File: config.mk
export PLATFORM = sky130hd
export DESIGN_NAME = lcd_bus_arbiter
export DESIGN_NICKNAME = d
export VERILOG_FILES = /design/src/rtl/lcd_bus_arbiter.sv
export SDC_FILE = /design/constraint.sdc
export NUM_CORES = 1
export LEC_CHECK = 0
export CORE_UTILIZATION = 45
export DETAILED_ROUTE_END_ITERATION = 8
export GPL_ROUTABILITY_DRIVEN = 0
export PLACE_DENSITY = 0.67
export SYNTH_ARGS = -nofsm -noshare
export SYNTH_HDL_FRONTEND = slang
export SYNTH_SLANG_ARGS = --single-unit
File: constraint.sdc
create_clock -name Clock -period 6.6 [get_ports Clock]
set_input_delay 1.32 -clock Clock [delete_from_list [all_inputs] [get_ports Clock]]
set_output_delay 1.32 -clock Clock [all_outputs]
set_load 0.03 [all_outputs]
File: src/rtl/lcd_bus_arbiter.sv
// HD44780-style LCD bus owner: power-up init, EN/setup/hold/exec timing, round-robin of two writers.
// Define LCD_ARB_INIT_EN to run the power-up wait and 38/0C/01/06 init sequence; otherwise IDLE follows reset.
module lcd_bus_arbiter #(
   parameter int unsigned T_POWERUP = 750000,
   parameter int unsigned T_SETUP   = 2,
   parameter int unsigned T_PULSE   = 12,
   parameter int unsigned T_EXEC    = 2000,
   parameter int unsigned T_CLEAR   = 82000
) (
   input  logic       Clock,
   input  logic       RST_N,
   input  logic       req0_valid,
   input  logic       req0_rs,
   input  logic [7:0] req0_data,
   output logic       req0_ready,
   input  logic       req1_valid,
   input  logic       req1_rs,
   input  logic [7:0] req1_data,
   output logic       req1_ready,
   output logic       init_done,
   output logic       busy,
   output logic       LCD_RS,
   output logic       LCD_RW,
   output logic       LCD_EN,
   output logic [7:0] LCD_DATA
);

   localparam int unsigned CW = 20;

   typedef enum logic [2:0] {PWRUP, INIT, SETUP, PULSE, HOLD, WAIT, IDLE} state_t;

   state_t          state, state_next;
   logic [CW-1:0]   cnt, cnt_load;
   logic [1:0]      init_idx;
   logic [7:0]      init_byte;
   logic            prefer1;
   logic            grant0, grant1, accept, clear_cmd;

   assign grant0    = req0_valid & (~req1_valid | ~prefer1);
   assign grant1    = req1_valid & (~req0_valid |  prefer1);
   assign accept    = req0_ready | req1_ready;
   assign clear_cmd = ~LCD_RS & ((LCD_DATA == 8'h01) | (LCD_DATA == 8'h02));

   always_comb begin
      init_byte = 8'h38;
      case (init_idx)
         2'd0: init_byte = 8'h38;
         2'd1: init_byte = 8'h0C;
         2'd2: init_byte = 8'h01;
         2'd3: init_byte = 8'h06;
         default: init_byte = 8'h38;
      endcase
   end

   always_ff @(posedge Clock or negedge RST_N) begin
      if (!RST_N) state <= PWRUP;
      else        state <= state_next;
   end

   always_comb begin
      state_next = state;
      case (state)
         PWRUP: if (cnt == CW'(T_POWERUP - 1)) state_next = INIT;
         INIT:  state_next = SETUP;
         SETUP: if (cnt == '0) state_next = PULSE;
         PULSE: if (cnt == '0) state_next = HOLD;
         HOLD:  if (cnt == '0) state_next = WAIT;
         WAIT:  if (cnt == '0) state_next = (init_done || init_idx == 2'd3) ? IDLE : INIT;
         IDLE:  if (accept) state_next = SETUP;
         default: state_next = PWRUP;
      endcase
`ifndef LCD_ARB_INIT_EN
      if (state == PWRUP) state_next = IDLE;
`endif
   end

   always_comb begin
      req0_ready = (state == IDLE) & grant0;
      req1_ready = (state == IDLE) & grant1;
      busy       = (state != IDLE);
      LCD_EN     = (state == PULSE);
      LCD_RW     = 1'b0;
   end

   always_comb begin
      cnt_load = '0;
      case (state_next)
         SETUP, HOLD: cnt_load = CW'(T_SETUP - 1);
         PULSE:       cnt_load = CW'(T_PULSE - 1);
         WAIT:        cnt_load = clear_cmd ? CW'(T_CLEAR - 1) : CW'(T_EXEC - 1);
         default:     cnt_load = '0;
      endcase
   end

   // PWRUP counts up from the reset value of 0; every other timed state counts down from its load.
   always_ff @(posedge Clock or negedge RST_N) begin
      if (!RST_N) begin
         cnt       <= '0;
         LCD_RS    <= 1'b0;
         LCD_DATA  <= 8'h00;
         prefer1   <= 1'b0;
         init_idx  <= 2'd0;
         init_done <= 1'b0;
      end else begin
         if (state_next != state)  cnt <= cnt_load;
         else if (state == PWRUP)  cnt <= cnt + 1'b1;
         else if (cnt != '0)       cnt <= cnt - 1'b1;

         if (state == INIT) begin
            LCD_RS   <= 1'b0;
            LCD_DATA <= init_byte;
         end

         if (accept) begin
            LCD_RS   <= req0_ready ? req0_rs   : req1_rs;
            LCD_DATA <= req0_ready ? req0_data : req1_data;
            prefer1  <= req0_ready;
         end

         if (state == WAIT && cnt == '0 && !init_done) begin
            if (init_idx == 2'd3) init_done <= 1'b1;
            else                  init_idx  <= init_idx + 1'b1;
         end
`ifndef LCD_ARB_INIT_EN
         if (state == PWRUP) init_done <= 1'b1;
`endif
      end
   end

endmodule

==> results.cfg, run 1 <==
; implementation run metrics
[pwr]
p_sw_share_pct = 21.96
power.density_mw_per_mm2 = 139.5
p_leak_nw = 1.418
internal_power_uw = 348.9
irDropWorstVdd_mv = 0.07660
comb_power_share_pct = 6.2

[cells_and_area]
comb_area_mm2 = 0.001719
n_antenna_cell = 0
area_delta_synth_final_pct = 16.89
seq_share_pct = 28.11
comb_share_pct = 53.65
layout_top_cell = dfrtp_1
register_area_um2 = 900.9
fillerInstances = 552
nNetsFinal = 381
clock_buffers = 6
drive_gt1_share_pct = 8.012

[status]
status = completed

[cts]
cts_setup_buffers = 0
root_buffer = clkbuf_8
clk_latency_ns = 0.30
h-tree-depth = 2
clkTransAtPathRegs_ns = 0.08
cts_sinks = 36
cts_made_buffers = 5
postCtsHoldBufs = 0

[yosys]
synth.distinct_cells = 59
ys.flops = 36
ys_top_cells_by_count = 36 x dfrtp_1, 33 x nand2_1, 27 x o21ai_0, 24 x a21oi_1, 22 x ha_1
flop_cell = dfrtp_1
netlist_instances = 306
post_synth.cell_area_avg_um2 = 8.959
netlist.area_leader.share_pct = 32.86
synth.area.top_cells = dfrtp_1 33%, ha_1 10%, o21ai_0 4.9%
synthesis.area_mm2 = 0.002741

[route]
drt_iter0_markers = 106
ant_nets = 0

[worst_setup_path]
path_max_fanout = 10
r2r_end = cnt[19]$_DFFE_PN0P_
crit_type = in -> out
worstPathArrival_ns = 3.14
endpoint_kind = output port
rr_startpoint = state[0]$_DFF_PN0_
r2r_slack_ns = 3.00
crit_end = req0_ready

[job]
drv_cap = 0
tool_warnings = 29

[die]
die_h_um = 80.05
core_mm2 = 0.005886
dieArea_mm2 = 0.006408
fp_util_pct = 46.58

[final_timing]
tns_ns = 0
drv_slew = 0
relSlewSlack_pct = 26.77
finalClockPeriodUsage_pct = 67.62
hold_viol = 0
clock_skew_ns = 0.01306
worst_pin_slew_ns = 1.087
post-route-min-period_ns = 4.463

[worst_hold_path]
min_from = prefer1$_DFFE_PN0P_
hold_path_end = prefer1$_DFFE_PN0P_

[global_routing]
grt-ovfl-total = 0
grt_pass1_wl_mm = 10.43

[place]
port_buffers = 35
-- run 1: through the flow --
step	util [%]	std cells	worst slack (ns)	area, um2	hold WS (ns)
4_1_cts	54.44	412	2.128	3204	0.5268
3_3_place_gp	52.61	404	2.177	3097	0.4991
3_5_place_dp	52.61	404	2.139	3097	0.5051
2_1_floorplan	-	306	3.307	2741	0.4788
6_report	54.44	412	2.137	3204	0.5189
5_1_grt	54.44	412	2.054	3204	0.5520
-- run 1: power groups by stage --
stage	registers (mW)	clock network [mW]	logic (mW)
after global routing	0.223	0.208	0.0303
final	0.223	0.196	0.0278
after detailed placement	0.227	0	0.0282
after global placement	0.227	0	0.0280
after CTS	0.223	0.198	0.0283
after floorplan	0.230	0	0.00515
-- run 1: per-layer routing --
metal  vias up  wire [um]  global-route usage, %
met5         -          0                      0
met3         4        256                  5.455
met1      1081       3016                  29.18
li1       1186          -                      -
met2        43       2864                  32.74
met4         0         41                  6.429
-- run 1: registers in the layout (all words and copies together) (netlist names) --
signal	count
LCD_DATA	8
LCD_RS	1
cnt	20
init_done	1
init_idx	2
prefer1	1
state	3
-- run 1: kinds of logic after synthesis --
| logic type | after synthesis | share of synthesized area (%) |
|---|---|---|
| XOR/XNOR | 15 | 4.792 |
| AND-OR/OR-AND | 98 | 24.42 |
| other | 1 | 0.1368 |
| flip-flops | 36 | 32.86 |
| multiplexers | 11 | 4.062 |
| buffers and inverters | 21 | 4.427 |
| adder cells (fa/ha/maj) | 23 | 10.77 |
| AND/OR/NAND/NOR | 101 | 18.53 |
-- run 1: critical path, cell delays in order --
cell	delay (ns)
clkdlybuf4s50_1	0.60
nand2_1	0.10
a21o_1	0.33
inv_1	0.10
clkdlybuf4s50_1	0.67
run_1/m3.png
(6 px per um) Cells faint in the background.
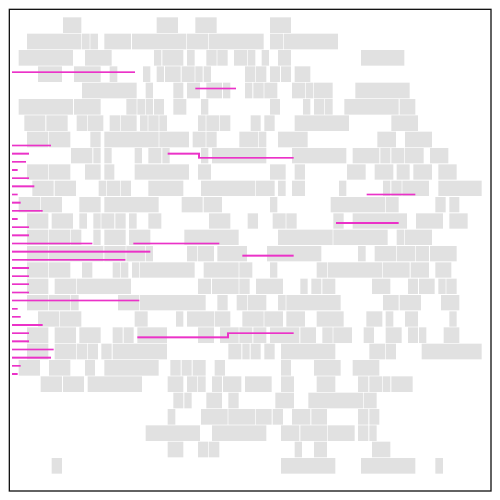
longest straight run: 22.8 um
main direction: horizontal
nets with wire on the layer: 34
share of all routed wire: 4.2%
routed via count: 2314
met3 Resource Use GR: 5.455%
WL final: 6.178 mm

run_1/congestion_map.png
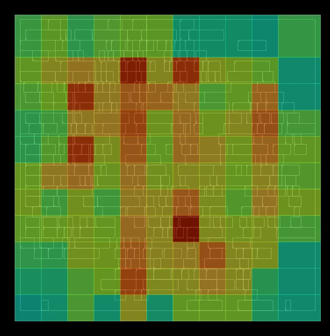
grt met1 use: 29.18%
GRT busiest layer: met2

run_1/route_heat.png
(4 px per um) 16 x 16 tiles, from dark blue (low) to red (high), scaled to the fullest tile. Values are wire area over tile area, all layers added.
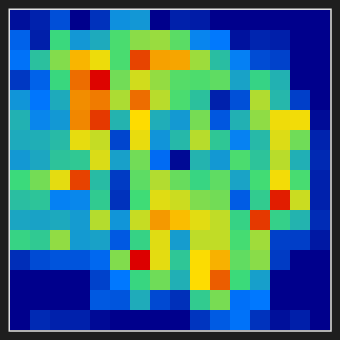
tiles over half the peak: 33%
fullest tile: 0.41
mean over tiles: 0.15
nearly empty tiles: 14%

==> run 1 -> run 2 <==
PLACE_DENSITY = 0.7   (was 0.67)
clock period = 4.1 ns   (was 6.6 ns; I/O delays follow)
run_2/m2.png
(6 px per um) Cells faint in the background.
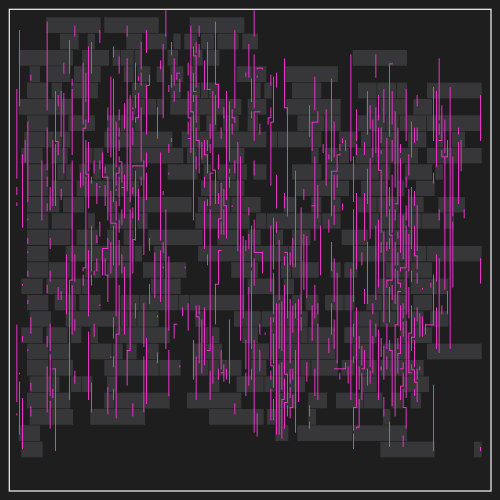
wire length on this layer: 2990 um
main direction: vertical
share of all routed wire: 47%
routed via count: 2410
WL final: 6.318 mm

==> run 2 against run 1 <==
  * Sequential cell count did not move
  * Global-route usage rose by 0.060 points
  * Combinational power rose by 62%
  * Clock power rose by 78%
  * Via count rose by 4.1%
  * Sequential power rose by 61%
  * Count of clock-buffer cells in the layout rose by 1
==> results.cfg, run 2 <==
; implementation run metrics
[status]
status = completed

[yosys]
floorplan.nets = 351
ys_top_cells_by_count = 36 x dfrtp_1, 33 x nand2_1, 27 x o21ai_0, 24 x a21oi_1, 22 x ha_1
synth.distinct_cells = 59
ys_cells = 306
flop_cell = dfrtp_1
ys.flops = 36
netlist_instances = 306
synth.area.top_cells = dfrtp_1 33%, ha_1 10%, o21ai_0 4.9%
synth-edff-count = 0
yosysChipArea_mm2 = 0.002741
yosysMostFrequentCell = dfrtp_1
yosysSeqAreaShare_pct = 32.86
synthesis.area_mm2 = 0.002741
yosys_warnings = 0
top_area_cell = dfrtp_1
netlist.area_leader.share_pct = 32.86
ys_async_sr_fraction_pct = 100.0
post_synth.cell_area_avg_um2 = 8.959

[pwr]
clkPwrFrac_pct = 46.4
total_power_uw = 752.8
p_switching_uw = 157.0
internal_power_uw = 595.8
comb_power_share_pct = 6.0
power.density_mw_per_mm2 = 232.0
irDropWorstVdd_mv = 0.1136
p_sw_share_pct = 20.86
p_leak_nw = 1.443
power.group.top = sequential cells
p_seq_uw = 359
p_seq_share_pct = 47.6
p_comb_uw = 45.0
powerClk_uw = 349

[global_routing]
met2_usage_pct = 35.30
antenna_found_initial = 0
grt_pass1_wl_mm = 10.52
grt_max_degree = 37
top_usage_layer = met2
grt_pass1_vias = 2321
grtUsageTotal_pct = 21.30
grt-ovfl-total = 0
use_met1_pct = 26.88

[worst_setup_path]
cp-startpoint = req0_valid
cp_top_family = buffers and inverters
cp_slowest_cell = clkdlybuf4s50_1
worst_setup_path_start_kind = input port
crit_type = in -> out
critical_path.most_common_cell = clkdlybuf4s50_1
rr_startpoint = state[1]$_DFF_PN0_
path_max_fanout = 10
crit_required_ns = 3.28
worstPathArrival_ns = 2.61
slowest_delay_ns = 0.67
worstPathCellList = clkdlybuf4s50_1, nand2_1, a21o_1, inv_1, clkdlybuf4s50_1
crit_buf_inv = 3
endpoint_kind = output port

[final_timing]
fmaxAchievable_ghz = 0.2917
hold_slack_ns = 0.5095
drv_slew = 0
relSlewSlack_pct = 28.61
clock_skew_ns = 0.007090
post-route-min-period_ns = 3.428
hold_viol = 0
finalClockPeriodUsage_pct = 83.61
worst_pin_slew_ns = 1.060
worst_slack_ns = 0.6720
setup_violations = 0
rsz0062_at_grt = no
tns_ns = 0

[die]
core_mm2 = 0.005886
dieArea_mm2 = 0.006408
num_rows = 28
fp_util_pct = 46.58
pin_count = 37
die_h_um = 80.05
die_w_um = 80.05

[cells_and_area]
drive_gt1_share_pct = 9.118
nNetsFinal = 384
area_delta_synth_final_pct = 18.39
final_area_mm2 = 0.003246
layout_top_cell = dfrtp_1
n_antenna_cell = 0
layout.cells.non_filler = 415
max_flop_register = cnt
top_regs = cnt x20, LCD_DATA x8, state x3
final_layout_top_logic_cells = 36 x dfrtp_1, 34 x clkdlybuf4s50_1, 33 x nand2_1
utilization_pct = 55.14
largest_reg_flops = 20

[cts]
postCtsHoldBufs = 0
root_buffer = clkbuf_8
clockBufferDepth = 2
cts_sinks = 36
tritoncts = built
cts_setup_buffers = 0
cts_made_buffers = 5
h-tree-depth = 2
clk_latency_ns = 0.29
cts_resized = 0
clkTransAtPathRegs_ns = 0.08

[place]
dpl.hpwl_mm = 4.627
port_buffers = 35
postPlaceCellArea_mm2 = 0.003119
place_inst = 407
dp_slack_ns = 0.6787

[route]
drt_pre_antenna_iters = 4
avgRoutedWirePerCell_um = 15.22
ant_nets = 0
vias_per_cell = 5.807
drc = 0
drt_iter0_markers = 111

[job]
tool_warnings = 29
drv_cap = 0

[worst_hold_path]
min_path_type = reg -> reg
min_from = init_done$_DFFE_PN0P_
run_2/m3.png
(6 px per um) Cells faint in the background.
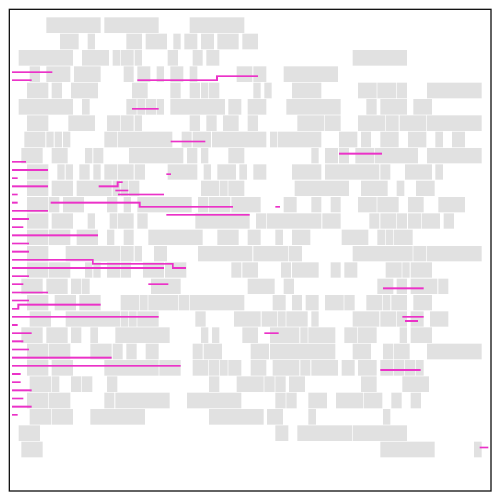
met3 Resource Use GR: 5.227%

-- run 2: cell types whose count changed in the layout (fill, tap and decap cells not counted) --
cell | before | now
buf_4 | 1 | 4
clkbuf_8 | 5 | 7
clkbuf_1 | 1 | 0
clkinv_2 | 1 | 0
-- run 2: path summary, 6_finish.rpt --
| check | cells past startpoint | slack, ns | end |
|---|---|---|---|
| setup / recovery | 5 | 0.67 | req0_ready |
| hold reg to reg | 1 | 0.51 | init_done$_DFFE_PN0P_ |
| setup reg to reg | 8 | 0.73 | cnt[19]$_DFFE_PN0P_ |
| hold / removal | 1 | 0.51 | init_done$_DFFE_PN0P_ |
| max in group asynchronous | 1 | 2.95 | cnt[14]$_DFFE_PN0P_ |
| min in group asynchronous | 1 | 0.62 | prefer1$_DFFE_PN0P_ |
-- run 2: cells by family after synthesis --
logic type               count (synthesis)  share of synthesized area, %
adder cells (fa/ha/maj)                 23                         10.77
other                                    1                        0.1368
flip-flops                              36                         32.86
AND/OR/NAND/NOR                        101                         18.53
XOR/XNOR                                15                         4.792
buffers and inverters                   21                         4.427
AND-OR/OR-AND                           98                         24.42
multiplexers                            11                         4.062
-- run 2: routing by layer --
| metal | share of wire, % | vias up |
|---|---|---|
| met3 | 5.4 | 7 |
| met1 | 46 | 1146 |
| met4 | 0.97 | 0 |
| met2 | 47 | 63 |
| li1 | - | 1194 |
| met5 | 0 | - |
-- run 2: final cells by class --
cell class | instances | area, um2
flip-flops and latches | 36 | 900.9
multi-input cells | 249 | 1719
fillers | 572 | 2640
clock buffers | 7 | 96.34
inverters | 8 | 30.03
clock inverters | 1 | 30.03
well taps | 75 | 93.84
repair buffers | 39 | 375.4
Power and IR drop assume default switching activity.
